File: config.mk
export PLATFORM = sky130hd
export DESIGN_NAME = inst_loader
export DESIGN_NICKNAME = d
export VERILOG_FILES = /design/src/rtl/inst_loader_pkg.sv /design/src/rtl/inst_loader_byte_packer.sv /design/src/rtl/inst_loader.sv
export SDC_FILE = /design/constraint.sdc
export NUM_CORES = 1
export LEC_CHECK = 0
export CORE_ASPECT_RATIO = 0.5
export CORE_MARGIN = 2
export CORE_UTILIZATION = 30
export DETAILED_ROUTE_END_ITERATION = 12
export PLACE_DENSITY = 0.45
export SLEW_MARGIN = 20
export SYNTH_ARGS = -nofsm -noshare
export SYNTH_HDL_FRONTEND = slang
export SYNTH_SLANG_ARGS = --single-unit
File: constraint.sdc
create_clock -name clk -period 3.25 [get_ports clk]
set_input_delay 0.65 -clock clk [delete_from_list [all_inputs] [get_ports clk]]
set_output_delay 0.65 -clock clk [all_outputs]
set_load 0.05 [all_outputs]
File: src/rtl/inst_loader_pkg.sv
// +----------------------------------------------------------------------------+
// | inst_loader_pkg : shared widths, loader state encoding and address helper   |
// | Revision: 1.0                                                              |
// +----------------------------------------------------------------------------+
`default_nettype none

`ifndef ADDR_LEN
`define ADDR_LEN 64
`endif
`ifndef INST_LEN
`define INST_LEN 32
`endif

package inst_loader_pkg;

   localparam int LEN_FIELD_W = 32;

   typedef enum logic [2:0] {
      ST_LEN  = 3'd0,
      ST_DATA = 3'd1,
      ST_CSUM = 3'd2,
      ST_DONE = 3'd3,
      ST_ERR  = 3'd4
   } ld_state_e;

   // Byte address of word idx; wraps modulo 2^ADDR_LEN by construction.
   function automatic logic [`ADDR_LEN-1:0] word_addr(input logic [`ADDR_LEN-1:0] base,
                                                      input logic [LEN_FIELD_W-1:0] idx);
      return base + `ADDR_LEN'({idx, 2'b00});
   endfunction

endpackage

`default_nettype wire

File: src/rtl/inst_loader_byte_packer.sv
// +----------------------------------------------------------------------------+
// | byte_packer : 4-byte little-endian word assembler with 1-cycle word strobe |
// | Revision: 1.0                                                              |
// +----------------------------------------------------------------------------+
`default_nettype none

module byte_packer (
   input  logic                 clk,
   input  logic                 rst,
   input  logic                 byte_en_i,
   input  logic [7:0]           byte_i,
   output logic                 last_lane_o,
   output logic                 word_valid_o,
   output logic [`INST_LEN-1:0] word_o
);

   logic [1:0]           lane_q, lane_d;
   logic [23:0]          asm_q, asm_d;
   logic                 wv_q, wv_d;
   logic [`INST_LEN-1:0] word_q, word_d;

   assign last_lane_o  = (lane_q == 2'd3);
   assign word_valid_o = wv_q;
   assign word_o       = word_q;

   always_comb begin
      lane_d = lane_q;
      asm_d  = asm_q;
      wv_d   = 1'b0;
      word_d = '0;
      if (byte_en_i) begin
         if (lane_q == 2'd3) begin
            wv_d   = 1'b1;
            word_d = {byte_i, asm_q};
            lane_d = 2'd0;
            asm_d  = '0;
         end else begin
            // Shift right so earlier bytes settle into the low lanes.
            lane_d = lane_q + 2'd1;
            asm_d  = {byte_i, asm_q[23:8]};
         end
      end
   end

   always_ff @(posedge clk) begin
      if (!rst) begin
         lane_q <= 2'd0;
         asm_q  <= '0;
         wv_q   <= 1'b0;
         word_q <= '0;
      end else begin
         lane_q <= lane_d;
         asm_q  <= asm_d;
         wv_q   <= wv_d;
         word_q <= word_d;
      end
   end

endmodule

`default_nettype wire

File: src/rtl/inst_loader.sv
// +----------------------------------------------------------------------------+
// | inst_loader : byte-stream program loader into instruction memory           |
// | Optional trailing XOR checksum byte enabled by macro LOADER_CHECKSUM_EN.   |
// | Revision: 1.0                                                              |
// +----------------------------------------------------------------------------+
`default_nettype none

module inst_loader
   import inst_loader_pkg::*;
#(
   parameter logic [`ADDR_LEN-1:0] BASE_ADDR = 64'h0,
   parameter int                   MAX_WORDS = 1024
) (
   input  logic                 clk,
   input  logic                 rst,
   input  logic                 byte_valid_i,
   input  logic [7:0]           byte_i,
   output logic                 byte_ready_o,
   output logic                 mem_wen_o,
   output logic [`ADDR_LEN-1:0] mem_waddr_o,
   output logic [`INST_LEN-1:0] mem_wdata_o,
   output logic                 hold_o,
   output logic                 done_o,
   output logic                 err_o
);

   ld_state_e                state_q, state_d;
   logic [1:0]               len_cnt_q, len_cnt_d;
   logic [23:0]              len_lo_q, len_lo_d;
   logic [LEN_FIELD_W-1:0]   n_q, n_d;
   logic [LEN_FIELD_W-1:0]   word_cnt_q, word_cnt_d;
   logic [`ADDR_LEN-1:0]     waddr_q, waddr_d;
`ifdef LOADER_CHECKSUM_EN
   logic [7:0]               csum_q, csum_d;
`endif

   logic                     accept;
   logic                     data_en;
   logic                     last_lane;
   logic                     word_valid;
   logic [`INST_LEN-1:0]     word;
   logic [LEN_FIELD_W-1:0]   len_full;

   assign byte_ready_o = rst && ((state_q == ST_LEN) || (state_q == ST_DATA) ||
                                 (state_q == ST_CSUM));
   assign accept       = byte_valid_i && byte_ready_o;
   assign data_en      = accept && (state_q == ST_DATA);
   assign len_full     = {byte_i, len_lo_q};

   byte_packer u_packer (
      .clk          (clk),
      .rst          (rst),
      .byte_en_i    (data_en),
      .byte_i       (byte_i),
      .last_lane_o  (last_lane),
      .word_valid_o (word_valid),
      .word_o       (word)
   );

   // Address is registered alongside the packer's word so both land in the same cycle.
   assign mem_wen_o   = word_valid;
   assign mem_wdata_o = word;
   assign mem_waddr_o = waddr_q;
   assign hold_o      = (state_q != ST_DONE) || word_valid;
   assign done_o      = (state_q == ST_DONE);
   assign err_o       = (state_q == ST_ERR);

   always_comb begin
      state_d    = state_q;
      len_cnt_d  = len_cnt_q;
      len_lo_d   = len_lo_q;
      n_d        = n_q;
      word_cnt_d = word_cnt_q;
      waddr_d    = '0;
`ifdef LOADER_CHECKSUM_EN
      csum_d     = csum_q;
`endif
      case (state_q)
         ST_LEN: begin
            if (accept) begin
               if (len_cnt_q == 2'd3) begin
                  n_d       = len_full;
                  len_cnt_d = 2'd0;
                  if (len_full > LEN_FIELD_W'(MAX_WORDS)) begin
                     state_d = ST_ERR;
                  end else if (len_full == '0) begin
`ifdef LOADER_CHECKSUM_EN
                     state_d = ST_CSUM;
`else
                     state_d = ST_DONE;
`endif
                  end else begin
                     state_d = ST_DATA;
                  end
               end else begin
                  len_cnt_d = len_cnt_q + 2'd1;
                  len_lo_d  = {byte_i, len_lo_q[23:8]};
               end
            end
         end
         ST_DATA: begin
            if (accept) begin
`ifdef LOADER_CHECKSUM_EN
               csum_d = csum_q ^ byte_i;
`endif
               if (last_lane) begin
                  waddr_d    = word_addr(BASE_ADDR, word_cnt_q);
                  word_cnt_d = word_cnt_q + LEN_FIELD_W'(1);
                  if ((word_cnt_q + LEN_FIELD_W'(1)) == n_q) begin
`ifdef LOADER_CHECKSUM_EN
                     state_d = ST_CSUM;
`else
                     state_d = ST_DONE;
`endif
                  end
               end
            end
         end
`ifdef LOADER_CHECKSUM_EN
         ST_CSUM: begin
            if (accept) begin
               state_d = (byte_i == csum_q) ? ST_DONE : ST_ERR;
            end
         end
`endif
         default: ;
      endcase
   end

   always_ff @(posedge clk) begin
      if (!rst) begin
         state_q    <= ST_LEN;
         len_cnt_q  <= 2'd0;
         len_lo_q   <= '0;
         n_q        <= '0;
         word_cnt_q <= '0;
         waddr_q    <= '0;
`ifdef LOADER_CHECKSUM_EN
         csum_q     <= '0;
`endif
      end else begin
         state_q    <= state_d;
         len_cnt_q  <= len_cnt_d;
         len_lo_q   <= len_lo_d;
         n_q        <= n_d;
         word_cnt_q <= word_cnt_d;
         waddr_q    <= waddr_d;
`ifdef LOADER_CHECKSUM_EN
         csum_q     <= csum_d;
`endif
      end
   end

endmodule

`default_nettype wire

### Clock routing

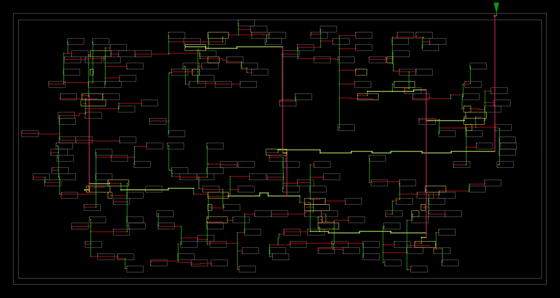
CTS Buf Count: 17
Clock Sinks: 184
Post-Route Skew: 18.4 ps
seq_cells: 184

==> run_results.csv <==
group,metric,value,unit
finish,fillers,2738,
power,leakage,0.00337,uW
power,combPwrFrac,0.040,
final_timing,finalCritPeriodShare,0.899,
clock_tree,root_buffer,"clkbuf_16",
final_timing,setup_tns,0,ps
yosys,yosys.area_share.adder,0.00466,
worst_setup_path,crit_arrival,3320,ps
route,ant_nets,0,
yosys,ys_chip_area,8060,um^2
final_timing,rsz0062_at_grt,"no",
yosys,mux_share,0.00373,
grt,grt_overflow,0,
die,fp.dieW,236,um
yosys,ys.flop_type,"dfxtp_1",
yosys,ys_async_sr_fraction,0,
clock_tree,postCtsSetupBuffers,0,
worst_setup_path,crit_fanout,16,
clock_tree,insertion_delay,460,ps
route,drc,0,
yosys,synthAoiAreaFrac,0.116,
yosys,syn_area,8060,um^2
power,pg_seq,2270,uW
worst_setup_path,critPathTopFamily,"simple AND/OR/NAND/NOR gates",
yosys,top_area_cell,"dfxtp_1",
yosys,netlist_top_cells_count,"dfxtp_1 (184), nand2_1 (151), and2_1 (82)",
outcome,status,"completed",
power,pg_comb,179,uW
route,routed_wl,20800,um
final_timing,max_freq,342,MHz
worst_setup_path,critical_path_required,3650,ps
clock_tree,ctsResizeCount,0,
yosys,netlist_instances,920,
route,dr.pass1.iters,4,
yosys,synth_top_area_share,0.457,
yosys,synth_area_per_cell,8.76,um^2
final_timing,fin_ws,329,ps
route,wire_per_inst,15.5,um
clock_tree,h-tree-depth,4,
grt,grt_max_degree,75,
die,io_pins,112,
power,p_clk_frac,0.458,
hold_path,hp-class,"register to register",
place,portBuffers,79,
die,fp_util,0.305,
finish,finalNetCount,994,
route,vias_per_cell,4.60,
worst_setup_path,crit_buf_inv,0,
grt,gr-usage-all-layers,0.152,
worst_setup_path,cp-start-kind,"register",
clock_tree,path_clk_slew,70,ps
route,route.met2.wl,9390,um
worst_setup_path,crit_chain,"nand3_4 > or4_1 > or4_1 > o211ai_2 > o21ai_1 > or4b_1 > o21ai_1",
finish,syn_to_final_growth,20.5,%
final_timing,period_minus_slack,2920,ps
power,sw_frac_of_total,0.231,
clock_tree,cts_hold_buf,0,
power,top_power_group,"registers",
grt,grt_pass1_vias,6054,
place,pre_cts_ws,120,ps
yosys,ys_types,59,
worst_setup_path,cp-end-kind,"register",
yosys,simple_gate_share,0.287,
yosys,logic_family,"simple AND/OR/NAND/NOR gates",
job,maxCapViolations,0,
worst_setup_path,slowest_stage,"or4_1",
die,die_h,120,um
power,p_int,3480,uW
final_timing,worst_pin_slew,911,ps
die,fp-row-count,42,
yosys,top_cells_by_area,"dfxtp_1 (46%), nand2_1 (7.0%), and2_1 (6.4%)",
final_timing,slew_viol_final,0,
yosys,most_common_cell,"dfxtp_1",
yosys,xor_share,0.0674,
final_timing,max_slew_margin,0.393,
### Signal wires by layer

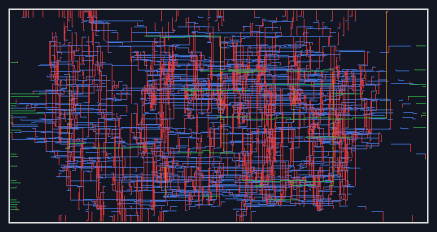
| layer | colour | wire length |
|---|---|---|
| met2 | red | 9390 um |
| met1 | blue | 10500 um |
| met4 | orange | 268 um |
| met3 | green | 726 um |

## area by class of cell
class	instances	area, um^2	share of cell area
flip-flops and latches	184	3680	0.379
clock buffers	21	460	0.0474
inverters	5	18.8	0.00193
well taps	352	440	0.0454
clock inverters	11	121	0.0125
multi-input cells	666	3980	0.410
repair buffers	106	1000	0.103
## logic make-up (layout without fill, tap and decap cells)
| logic type | after synthesis | count (layout) |
|---|---|---|
| compound gates | 139 | 139 |
| buf+inv | 101 | 143 |
| xor+xnor | 62 | 62 |
| fa+ha+maj | 3 | 3 |
| other cells | 1 | 32 |
| flops | 184 | 184 |
| mux | 3 | 3 |
| simple gates | 427 | 427 |
## state kept, by name, summed over array words and instances, names as in the netlist
register and flops:
len_cnt_q 2, len_lo_q 24, mem_waddr_o 32, n_q 32
state_q 3, u_packer.asm_q 24, u_packer.lane_q 2, u_packer.word_o 32
u_packer.word_valid_o 1, word_cnt_q 32
## metal layers
| metal | track usage | vias up |
|---|---|---|
| met5 | 0 | - |
| met4 | 0.0514 | 0 |
| met3 | 0.0368 | 18 |
| met2 | 0.236 | 91 |
| met1 | 0.206 | 2939 |
| li1 | - | 3134 |
## through the flow
| step | cells | utilization | area (um^2) | hold WS (ps) | total power [uW] |
|---|---|---|---|---|---|
| finish | 1345 | 0.367 | 9710 | 465 | 4520 |
| CTS | 1345 | 0.367 | 9710 | 470 | 4590 |
| global placement | 1313 | 0.345 | 9130 | 457 | 2500 |
| floorplan | 951 | - | 8170 | 430 | 2490 |
| detailed placement | 1313 | 0.345 | 9130 | 453 | 2500 |
| global route | 1345 | 0.367 | 9710 | 490 | 4690 |
## cell usage in the layout (no fill, tap or decap), drive strengths merged, types with 2 or more instances in the layout
| cell type | synthesis | layout |
|---|---|---|
| dfxtp | 184 | 184 |
| nand2 | 151 | 151 |
| and2 | 84 | 84 |
| clkdlybuf4s50 | 0 | 78 |
| a21boi | 64 | 64 |
| xnor2 | 40 | 40 |
| nor2b | 37 | 37 |
| a21oi | 36 | 36 |
| conb | 1 | 32 |
| buf | 41 | 28 |
| nor3b | 25 | 25 |
| nand3 | 23 | 23 |
| xor2 | 22 | 22 |
| nor2 | 21 | 21 |
| clkbuf | 55 | 21 |
| nand4 | 17 | 17 |
| o21ai | 17 | 17 |
| or3 | 14 | 14 |
| nor4 | 14 | 14 |
| nor3 | 13 | 13 |
| inv | 5 | 6 |
| clkinv | 0 | 6 |
| nand2b | 5 | 5 |
| or4 | 4 | 4 |
| o21a | 4 | 4 |
| nand3b | 3 | 3 |
| and3 | 3 | 3 |
| nor4b | 3 | 3 |
| a31oi | 3 | 3 |
| mux2i | 3 | 3 |
| ha | 3 | 3 |
| o211ai | 3 | 3 |
| and3b | 2 | 2 |
| and4 | 2 | 2 |
| a31o | 2 | 2 |
| clkinvlp | 0 | 2 |
| bufinv | 0 | 2 |
## path summary, 6_finish.rpt
path / start / end / slack, ps / cells past startpoint
setup / recovery: word_cnt_q[2] / state_q[1] / 330 / 7
hold / removal: u_packer.asm_q[6] / u_packer.word_o[6] / 460 / 1
setup reg to reg: word_cnt_q[2] / state_q[1] / 330 / 7
hold reg to reg: u_packer.asm_q[6] / u_packer.word_o[6] / 460 / 1
Power and IR drop assume default switching activity.
